<file path="src/rtl/nor_bist_2_12.sv">
// Self-test sequencer for a WIDTH-bit two-input NOR stage: sweeps every operand pair,
// counts mismatches against ~(a|b), captures the first failing pair and reports pass/fail.
module nor_bist_2_12 #(
  parameter int WIDTH  = 4,
  parameter int SETTLE = 1,
  parameter int CNT_W  = 16
) (
  input  logic             clk,
  input  logic             rst,
  input  logic             start,
  input  logic [WIDTH-1:0] out_data,
  output logic [WIDTH-1:0] in_data1,
  output logic [WIDTH-1:0] in_data2,
  output logic             busy,
  output logic             done,
  output logic             pass,
  output logic [CNT_W-1:0] error_count,
  output logic             first_fail_valid,
  output logic [WIDTH-1:0] first_fail_a,
  output logic [WIDTH-1:0] first_fail_b
);

  localparam int SW = $clog2(SETTLE + 1);
  localparam logic [WIDTH-1:0] OP_MAX  = '1;
  localparam logic [CNT_W-1:0] CNT_MAX = '1;
  localparam logic [SW-1:0]    SETTLE_LAST = SW'(SETTLE - 1);

  typedef enum logic [1:0] {IDLE, DRIVE, CHECK, DONE} state_t;

  state_t           state, state_nxt;
  logic [SW-1:0]    settle, settle_nxt;
  logic [WIDTH-1:0] in_data1_nxt, in_data2_nxt;
  logic             busy_nxt, done_nxt, pass_nxt;
  logic [CNT_W-1:0] error_count_nxt;
  logic             first_fail_valid_nxt;
  logic [WIDTH-1:0] first_fail_a_nxt, first_fail_b_nxt;
  logic             mismatch;

  assign mismatch = (out_data != ~(in_data1 | in_data2));

  always_ff @(posedge clk) begin
    if (rst) begin
      state            <= IDLE;
      settle           <= '0;
      in_data1         <= '0;
      in_data2         <= '0;
      busy             <= 1'b0;
      done             <= 1'b0;
      pass             <= 1'b0;
      error_count      <= '0;
      first_fail_valid <= 1'b0;
      first_fail_a     <= '0;
      first_fail_b     <= '0;
    end else begin
      state            <= state_nxt;
      settle           <= settle_nxt;
      in_data1         <= in_data1_nxt;
      in_data2         <= in_data2_nxt;
      busy             <= busy_nxt;
      done             <= done_nxt;
      pass             <= pass_nxt;
      error_count      <= error_count_nxt;
      first_fail_valid <= first_fail_valid_nxt;
      first_fail_a     <= first_fail_a_nxt;
      first_fail_b     <= first_fail_b_nxt;
    end
  end

  always_comb begin
    state_nxt            = state;
    settle_nxt           = settle;
    in_data1_nxt         = in_data1;
    in_data2_nxt         = in_data2;
    busy_nxt             = busy;
    done_nxt             = 1'b0;
    pass_nxt             = pass;
    error_count_nxt      = error_count;
    first_fail_valid_nxt = first_fail_valid;
    first_fail_a_nxt     = first_fail_a;
    first_fail_b_nxt     = first_fail_b;

    case (state)
      IDLE: begin
        if (start) begin
          state_nxt            = DRIVE;
          settle_nxt           = '0;
          in_data1_nxt         = '0;
          in_data2_nxt         = '0;
          error_count_nxt      = '0;
          pass_nxt             = 1'b0;
          first_fail_valid_nxt = 1'b0;
          busy_nxt             = 1'b1;
        end
      end
      DRIVE: begin
        settle_nxt = settle + SW'(1);
        if (settle == SETTLE_LAST) state_nxt = CHECK;
      end
      CHECK: begin
        if (mismatch) begin
          if (error_count != CNT_MAX) error_count_nxt = error_count + CNT_W'(1);
          if (!first_fail_valid) begin
            first_fail_valid_nxt = 1'b1;
            first_fail_a_nxt     = in_data1;
            first_fail_b_nxt     = in_data2;
          end
        end
        settle_nxt = '0;
        if (in_data2 != OP_MAX) begin
          in_data2_nxt = in_data2 + WIDTH'(1);
          state_nxt    = DRIVE;
        end else begin
          in_data2_nxt = '0;
          if (in_data1 != OP_MAX) begin
            in_data1_nxt = in_data1 + WIDTH'(1);
            state_nxt    = DRIVE;
          end else begin
            // last pair: verdict uses the count including this final compare
            state_nxt = DONE;
            done_nxt  = 1'b1;
            busy_nxt  = 1'b0;
            pass_nxt  = (error_count_nxt == '0);
          end
        end
      end
      DONE: begin
        state_nxt = IDLE;
      end
      default: state_nxt = IDLE;
    endcase
  end

endmodule

</file>
<file path="config.mk">
export PLATFORM = sky130hd
export DESIGN_NAME = nor_bist_2_12
export DESIGN_NICKNAME = d
export VERILOG_FILES = /design/src/rtl/nor_bist_2_12.sv
export SDC_FILE = /design/constraint.sdc
export NUM_CORES = 1
export LEC_CHECK = 0
export CAP_MARGIN = 40
export CELL_PAD_IN_SITES_DETAIL_PLACEMENT = 1
export CELL_PAD_IN_SITES_GLOBAL_PLACEMENT = 1
export CORE_MARGIN = 2
export CORE_UTILIZATION = 25
export CTS_CLUSTER_DIAMETER = 80
export DETAILED_ROUTE_END_ITERATION = 10
export GPL_TIMING_DRIVEN = 0
export PLACE_DENSITY = 0.58
export SYNTH_ARGS = -nofsm -noshare
export SYNTH_HDL_FRONTEND = slang
export SYNTH_SLANG_ARGS = --single-unit
</file>
<file path="constraint.sdc">
create_clock -name clk -period 3 [get_ports clk]
set_input_delay 0.75 -clock clk [delete_from_list [all_inputs] [get_ports clk]]
set_output_delay 0.75 -clock clk [all_outputs]
set_load 0.02 [all_outputs]
</file>
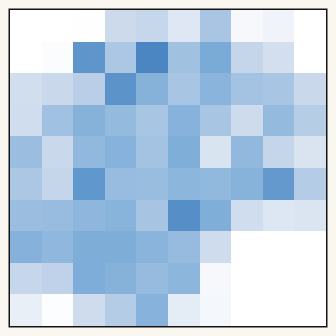
(cell area per tile)
10 x 10 tiles, from white (low) to dark blue (high), 0 to 100% covered.
- emptiest ninth of the die: bottom right
- fullest tile: 65%
- mean over tiles: 29%
- nearly empty tiles: 17%

==> changes_impl.md <==
## Flow update

* Die Ht at 96.1 um
* Worst r2r src: error_count[0]$_SDFFE_PP0P_
* Final Net Count at between 300 and 400
* Sequential-to-total area share from yosys stat at 0.368
* Sw Ratio at 0.262
* Synth Warn # at 0
* Crit path kind: in -> reg
* Synth Area in Simple Gates at 0.256
* Non-CTS inverters at 4
* CTS Sinks at 39
* CP Depth at 8
* Core Util, Final at 0.340
* Hold slack at slightly above 0.5 ns
* Area Growth Syn to Fin at 31.8%
* Comb group at 0.120 mW
* Met1 WL at 3420 um
* Worst-path clk slew at about 0.09 ns
* Seq/total area at 0.279
* Part of the power in the clock network at 0.410
* Post-Syn Area at around 0.0021 mm2
* Row count at 33
* Met2 WL at between 3000 and 4000 um
* Gate power share at 0.108
* Post-CTS Setup Bufs at 0
* Mux share at 0.0714
* Finish-stage setup viols at 0
* Top Metal Used: met4
* Xor/xnor share at 0.0165
* Aoi share at 0.214
* Post-synth regs at 39
* Largest power group: sequential cells
* Routability Congestion at 0.811
* WL per Instance at 16.7 um
* Met3 WL at ~200 um
* Die span in x at 96.1 um
* Worst-margin pin slew at 0.624 ns
* Register area at 781 um2
* Non-clock buffer share at 0.186
* Outcome: complete, no violations
* Arrival @ worst endpoint at 3.06 ns
* Crit path capture: pass$_SDFFE_PP0P_
* Largest net degree at the start of global routing at 14
* Vias per cell at 5.15
* Total gr overflow at 0
* Worst hold endpoint: first_fail_b[0]$_SDFFE_PP0P_
* Critical Path Start Type: input pin
* Drt first-iter violations at 110
* Max-slew violations at 0
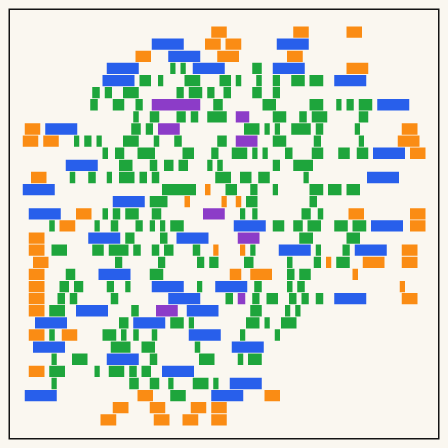
(cell classes on the final placement)
- blue: flops (cells 39)
- orange: other buffers and delay cells (cells 56)
- purple: clock drivers and dummy loads (cells 8)
- green: all other logic (cells 199)

==> layout by cell type, fill, tap and decap left out, types with 7 or more instances in the layout <==
cell type,n
dfxtp_1,39
mux2i_1,14
a21oi_1,18
clkbuf_8,10
clkdlybuf4s50_1,41
clkbuf_1,7
nor2_1,44
nand3_1,12
o21ai_0,17
a311oi_1,8
==> cells in the mapped netlist, types with 4 or more instances <==
master     n  share of area
a311oi_1   8          0.033
o21ai_0   17          0.040
a41oi_1    4          0.017
dfxtp_1   39           0.37
nor2_1    45          0.080
a21oi_1   18          0.043
a22oi_1    4          0.014
nand2_1    6          0.011
nand4_1    6          0.018
nand3_1   12          0.028
clkbuf_1   7          0.012
clkbuf_8   5          0.032
or3_1      6          0.018
a31o_2     4          0.017
mux2i_1   14          0.066
nor3_1     7          0.017
Power is estimated from default activity; no workload was simulated.
